`src/rtl/err_sched_pkg.sv`:
```
// Shared definitions for the CAN error-event scheduler: FSM encoding, event
// indices (ordered by priority) and bus-off recovery constants.
package err_sched_pkg;

  typedef enum logic [1:0] {
    ST_IDLE  = 2'd0,
    ST_ISSUE = 2'd1,
    ST_GAP   = 2'd2
  } sched_state_e;

  localparam int NUM_EVT = 5;

  // Index order is priority order: index 0 wins over every other pending event.
  localparam int EVT_TX_ERR     = 0;
  localparam int EVT_RX_ERR_DOM = 1;
  localparam int EVT_RX_ERR     = 2;
  localparam int EVT_TX_OK      = 3;
  localparam int EVT_RX_OK      = 4;

  localparam int RECESSIVE_RUN = 11;
  localparam int RECOVERY_RUNS = 128;

  // Isolates the lowest set bit, i.e. the highest-priority pending event.
  function automatic logic [NUM_EVT-1:0] pick_highest(input logic [NUM_EVT-1:0] p);
    return p & (~p + NUM_EVT'(1));
  endfunction

endpackage

```
`src/rtl/busoff_recovery_cnt.sv`:
```
// Bus-off recovery detector: counts runs of 11 recessive bits and pulses
// recovery_done / cnt_reset_n after 128 of them while bus-off is held.
module busoff_recovery_cnt
  import err_sched_pkg::*;
(
  input  logic       clock,
  input  logic       reset,
  input  logic       bus_off,
  input  logic       bit_tick,
  input  logic       bit_rec,
  output logic       recovery_done_o,
  output logic       cnt_reset_n_o,
  output logic [3:0] run_o,
  output logic [7:0] occ_o
);

  localparam logic [3:0] RUN_LAST = 4'(RECESSIVE_RUN - 1);
  localparam logic [7:0] OCC_LAST = 8'(RECOVERY_RUNS - 1);

  logic [3:0] run_q, run_d;
  logic [7:0] occ_q, occ_d;
  logic       done_q, done_d;
  logic       cnt_reset_n_q;

  always_comb begin
    run_d  = run_q;
    occ_d  = occ_q;
    done_d = 1'b0;
    if (!bus_off) begin
      // Leaving bus-off aborts any partial recovery silently.
      run_d = '0;
      occ_d = '0;
    end else if (bit_tick) begin
      if (!bit_rec) begin
        run_d = '0;
      end else if (run_q == RUN_LAST) begin
        run_d = '0;
        if (occ_q == OCC_LAST) begin
          occ_d  = '0;
          done_d = 1'b1;
        end else begin
          occ_d = occ_q + 8'd1;
        end
      end else begin
        run_d = run_q + 4'd1;
      end
    end
  end

  always_ff @(posedge clock) begin
    if (!reset) begin
      run_q         <= '0;
      occ_q         <= '0;
      done_q        <= 1'b0;
      cnt_reset_n_q <= 1'b1;
    end else begin
      run_q         <= run_d;
      occ_q         <= occ_d;
      done_q        <= done_d;
      cnt_reset_n_q <= ~done_d;
    end
  end

  assign recovery_done_o = done_q;
  assign cnt_reset_n_o   = cnt_reset_n_q;
  assign run_o           = run_q;
  assign occ_o           = occ_q;

endmodule

```
`src/rtl/err_evt_sched.sv`:
```
// Serialises MAC error/success events into single-cycle REC/TEC counter
// commands separated by an idle gap, and hosts the bus-off recovery detector.
module err_evt_sched
  import err_sched_pkg::*;
(
  input  logic       clock,
  input  logic       reset,
  input  logic       rx_err,
  input  logic       rx_err_dom,
  input  logic       rx_ok,
  input  logic       tx_err,
  input  logic       tx_ok,
  input  logic       bit_tick,
  input  logic       bit_rec,
  input  logic       bus_off,
  output logic       inconerec,
  output logic       incegtrec,
  output logic       decrec,
  output logic       inctec,
  output logic       dectec,
  output logic       cnt_reset_n,
  output logic       recovery_done,
  output logic       pending,
  output logic [1:0] dbg_state_o,
  output logic [3:0] dbg_run_o,
  output logic [7:0] dbg_occ_o
);

  // Handshake: none. Requests are level inputs whose rising edges are captured
  // into sticky pending bits; commands are fire-and-forget single-cycle pulses.

  logic [NUM_EVT-1:0] req;
  logic [NUM_EVT-1:0] prev_q;
  logic [NUM_EVT-1:0] rise;
  logic [NUM_EVT-1:0] pend_q, pend_d;
  logic [NUM_EVT-1:0] sel;
  logic [NUM_EVT-1:0] clr;
  logic [NUM_EVT-1:0] cmd_q, cmd_d;
  logic               pending_q;
  sched_state_e       state_q, state_d;

  always_comb begin
    req                 = '0;
    req[EVT_TX_ERR]     = tx_err;
    req[EVT_RX_ERR_DOM] = rx_err_dom;
    req[EVT_RX_ERR]     = rx_err;
    req[EVT_TX_OK]      = tx_ok;
    req[EVT_RX_OK]      = rx_ok;
  end

  always_comb begin
    rise = req & ~prev_q;
    // A simultaneous +1 and +8 receive error is one error; keep only the +8.
    if (rise[EVT_RX_ERR_DOM]) begin
      rise[EVT_RX_ERR] = 1'b0;
    end
  end

  assign sel = pick_highest(pend_q);

  always_comb begin
    state_d = state_q;
    cmd_d   = '0;
    clr     = '0;
    case (state_q)
      ST_IDLE, ST_GAP: begin
        if (|pend_q) begin
          state_d = ST_ISSUE;
          cmd_d   = sel;
          clr     = sel;
        end else begin
          state_d = ST_IDLE;
        end
      end
      ST_ISSUE: state_d = ST_GAP;
      default:  state_d = ST_IDLE;
    endcase
    pend_d = (pend_q & ~clr) | rise;
    if (bus_off) begin
      state_d = ST_IDLE;
      cmd_d   = '0;
      pend_d  = '0;
    end
  end

  always_ff @(posedge clock) begin
    if (!reset) begin
      state_q   <= ST_IDLE;
      prev_q    <= '0;
      pend_q    <= '0;
      cmd_q     <= '0;
      pending_q <= 1'b0;
    end else begin
      state_q   <= state_d;
      prev_q    <= req;
      pend_q    <= pend_d;
      cmd_q     <= cmd_d;
      pending_q <= |pend_d;
    end
  end

  assign inctec    = cmd_q[EVT_TX_ERR];
  assign incegtrec = cmd_q[EVT_RX_ERR_DOM];
  assign inconerec = cmd_q[EVT_RX_ERR];
  assign dectec    = cmd_q[EVT_TX_OK];
  assign decrec    = cmd_q[EVT_RX_OK];
  assign pending   = pending_q;
  assign dbg_state_o = state_q;

  busoff_recovery_cnt u_recovery (
    .clock           (clock),
    .reset           (reset),
    .bus_off         (bus_off),
    .bit_tick        (bit_tick),
    .bit_rec         (bit_rec),
    .recovery_done_o (recovery_done),
    .cnt_reset_n_o   (cnt_reset_n),
    .run_o           (dbg_run_o),
    .occ_o           (dbg_occ_o)
  );

endmodule

```
`config.mk`:
```
export PLATFORM = sky130hd
export DESIGN_NAME = err_evt_sched
export DESIGN_NICKNAME = d
export VERILOG_FILES = /design/src/rtl/err_sched_pkg.sv /design/src/rtl/busoff_recovery_cnt.sv /design/src/rtl/err_evt_sched.sv
export SDC_FILE = /design/constraint.sdc
export NUM_CORES = 1
export LEC_CHECK = 0
export ABC_AREA = 1
export CORE_MARGIN = 3
export CORE_UTILIZATION = 51
export DETAILED_ROUTE_END_ITERATION = 10
export GPL_ROUTABILITY_DRIVEN = 0
export PLACE_DENSITY = 0.81
export SLEW_MARGIN = 20
export SYNTH_ARGS = -nofsm -noshare
export SYNTH_HDL_FRONTEND = slang
export SYNTH_SLANG_ARGS = --single-unit
```
`constraint.sdc`:
```
create_clock -name clock -period 2.4 [get_ports clock]
set_input_delay 0.72 -clock clock [delete_from_list [all_inputs] [get_ports clock]]
set_output_delay 0.72 -clock clock [all_outputs]
set_load 0.005 [all_outputs]
```
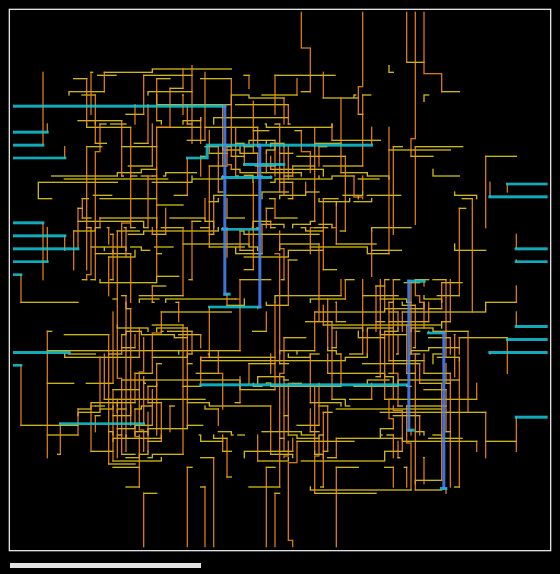
(images/wires.png)
Scale bar: 20 um.
[cyan] metal 3 | wire length: 165 um
[orange] metal 2 | wire length: 1,250 um
[yellow] metal 1 | wire length: 1,140 um
[blue] metal 4 | wire length: 68.7 um

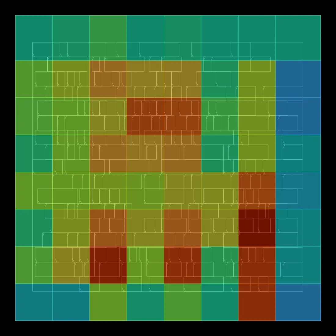
(images/congestion.png)
Global Route Usage Sum: 18.8%
detail-routed net length per standard cell: 11.2 um
GRT met2 Usage: 31.8%
final core area utilization: 74.7%

==> flow_results.org <==
* Flow results

** Run status
- Result of the run :: completed

** Synthesis
- According to the Yosys statistics, the synthesized design has a chip area of around 0.0013 mm2.
- Unique cell type count in the Yosys netlist :: 26
- In this run the mean area of a mapped cell was between 7 and 8 um2.
- Count of library flops with an enable pin :: 0
- The synthesis stat section lists a flop and latch total of 32.
- Count of instantiated cells in the yosys netlist :: around 170
- For this run, the number of Yosys warnings is 0.
- Dominant register cell in the synthesized netlist :: sky130_fd_sc_hd__dfxtp_1
- Per the synthesis report, the single largest cell type by area occupies approximately half of cell area.
- Of all flip-flops after synthesis, the portion carrying an async set or reset was 0%.
- Of all cell types, the one taking the most synthesized area is sky130_fd_sc_hd__dfxtp_1.
- Post-Synthesis Net Count :: around 180
- Synth Seq Share :: 48.9%
- Cell types with the largest area share after synthesis :: sky130_fd_sc_hd__dfxtp_1 (49%), sky130_fd_sc_hd__nand2_1 (9.2%), sky130_fd_sc_hd__inv_1 (7.4%)

** Clock tree
- Root Buffer Master :: sky130_fd_sc_hd__clkbuf_4
- Number of buffers inserted during clock tree synthesis :: 5
- Per the repair_timing log after CTS, setup buffers inserted total 0.
- On the reported timing paths, the clock transition at the registers reads about 0.1 ns.
- As reported, the later end of the worst-skew pair has a clock insertion delay of 0.33 ns.
- Counting along the longest clock path gives a buffer depth of 2.
- The post-CTS hold buffer count recorded in the log is 0.
- Clock H-tree levels :: 2
- Number of gates resized after CTS :: 0
- TritonCTS built the clock tree.

** Setup path
- Cell family with the largest share of critical-path delay :: buffers and inverters
- The worst setup path is captured at an output pin.
- The data required time reported for the critical path is ~1.7 ns.
- Looking at the critical path, the highest net fanout was 5.
- CP startpoint kind :: flop
- The critical path in this run is classified as flop to output pin.
- For this run, the slowest stage of the critical path takes roughly 0.55 ns.
- Data arrival at the endpoint of the critical path :: around 1.3 ns
- The slowest stage of the critical path belongs to the cell sky130_fd_sc_hd__clkdlybuf4s50_1.
- Per the post-run analysis, buffers plus inverters along the critical path come to 1.
- Cells along the critical path :: clkdlybuf4s50_1

** Final timing
- Final count of negative-setup-slack endpoints :: 0
- Max-slew check failures listed in the final report amount to 0.
- Final worst clock skew :: between 0.004 and 0.005 ns
- Dividing the final minimum period by the clock period gives between 80% and 90%.
- For the final routed database, the setup TNS stands at 0 ns.
- Across all hold checks on the routed design, the worst slack comes to 0.423 ns.
- Smallest setup slack after layout :: 0.348 ns
- RSZ-0062 raised after global routing :: no
- Number of failing hold endpoints at the final stage :: 0
- Max_slew headroom :: between 80% and 90%
- At the pin with the least slew margin, the transition time is slightly below 0.3 ns.

** Global routing
- Pin count of the biggest net entering global routing :: 11
- GRT Residual Overflow :: 0
- Antenna violations before repair :: 0
- The number of global-route vias before repair is about 1,100.
- The first global-routing pass estimated about 4.7 mm of wire.

** Final layout
- Antenna cells :: 0
- According to the finish report, the design has a final net count of approximately 220.
- Cells with a size suffix above 1 make up 11.7% of the layout.
- Area added between synthesis and finish :: 32.2%
- Most instantiated logic cells after routing :: sky130_fd_sc_hd__nand2_1 (32), sky130_fd_sc_hd__dfxtp_1 (32), sky130_fd_sc_hd__clkdlybuf4s50_1 (31), sky130_fd_sc_hd__inv_1 (26), sky130_fd_sc_hd__nor2_1 (19)

** Detailed routing
- The detail route stage leaves a number of antenna-violating nets equal to 0.
- Ratio of routed vias to standard cells :: 4.99
- Detailed-route wire length :: roughly 2.6 mm
- Detailed routing inserted a total of approximately 1,200 vias.
- For this block, the initial DRC count from the detailed router was 14.
- The first detailed-routing pass took 4 iterations.

** Power
- Maximum VDD drop :: ~0.56 mV
- Power density cells :: between 500 and 600 mW/mm2
- The script extracted a total leakage power of 0.760 nW.

** Die
- Cell row count :: 17
- Pin placement for this block handled 32 I/O pins.
- Per the OpenROAD floorplan log, the width of the die is roughly 57 um.
- Chip area :: around 0.0032 mm2
- Placeable core region :: ~0.0023 mm2
- In this run the vertical extent of the chip is between 50 and 60 um.

** Flow run
- Count of maximum capacitance violations :: 0
- Number of OpenROAD warnings :: 27

** Worst hold path
- Class of the most critical hold timing path :: flop to flop
where the power goes:
| part | leakage (nW) | internal [mW] | switching [mW] |
|---|---|---|---|
| registers | 0.260 | 0.543 | 0.00625 |
| clock network | 0.0422 | 0.218 | 0.181 |
| logic | 0.458 | 0.0341 | 0.0378 |
sequential cells by signal (all words and copies together), names as in the netlist:
name / cells
u_recovery.occ_o: 8
pending: 1
u_recovery.cnt_reset_n_o: 1
pend_q: 5
u_recovery.recovery_done_o: 1
prev_q: 5
u_recovery.run_o: 4
cmd_q: 5
dbg_state_o: 2
synthesized netlist by cell type, types with 3 or more instances:
cell type,n
sky130_fd_sc_hd__inv_1,26
sky130_fd_sc_hd__nor2_2,4
sky130_fd_sc_hd__ha_1,3
sky130_fd_sc_hd__nand3_1,12
sky130_fd_sc_hd__dfxtp_1,32
sky130_fd_sc_hd__nand2_1,32
sky130_fd_sc_hd__a21oi_1,10
sky130_fd_sc_hd__inv_2,4
sky130_fd_sc_hd__nor2_1,19
logic make-up after synthesis:
family	Yosys count	synth area share, %
fa+ha+maj	3	2.87
compound gates	18	8.12
xor+xnor	3	2.01
flops	32	48.9
simple gates	81	29.5
buf+inv	30	8.60
routing by layer:
metal	up-vias	share of wire, %	GRT usage (%)
met5	-	0	0
met4	0	2.6	9.49
met3	8	6.3	7.59
met2	37	48	31.8
met1	528	43	19.9
li1	595	-	-
path summary, 6_finish.rpt:
path / slack (ns) / start / cells after the start / to
hold / removal: 0.42 / dbg_state_o[1] / 1 / dbg_state_o[1]
setup / recovery: 0.35 / u_recovery.run_o[2] / 1 / dbg_run_o[2]
hold reg to reg: 0.42 / dbg_state_o[1] / 1 / dbg_state_o[1]
setup reg to reg: 0.91 / u_recovery.run_o[0] / 8 / u_recovery.run_o[1]
layout make-up:
cell class                 instances  area [um2]
fill                             195         587
multi-input combinational        105         557
sequential                        32         641
clock inverter                     2        35.0
clock buffer                       6        41.3
tap                               28        35.0
inverter                          30         113
timing repair buffer              31         310
stage by stage:
stage                     total power, mW  area, um2  utilization (%)  instances
after floorplan                     0.598       1310                -        167
after global placement              0.631       1660             71.4        226
after detailed placement            0.633       1660             71.4        226
after CTS                            1.03       1730             74.7        234
after global routing                 1.06       1730             74.7        234
final                                1.02       1730             74.7        234
No activity file was given, so power comes from the tool's default toggle rates.
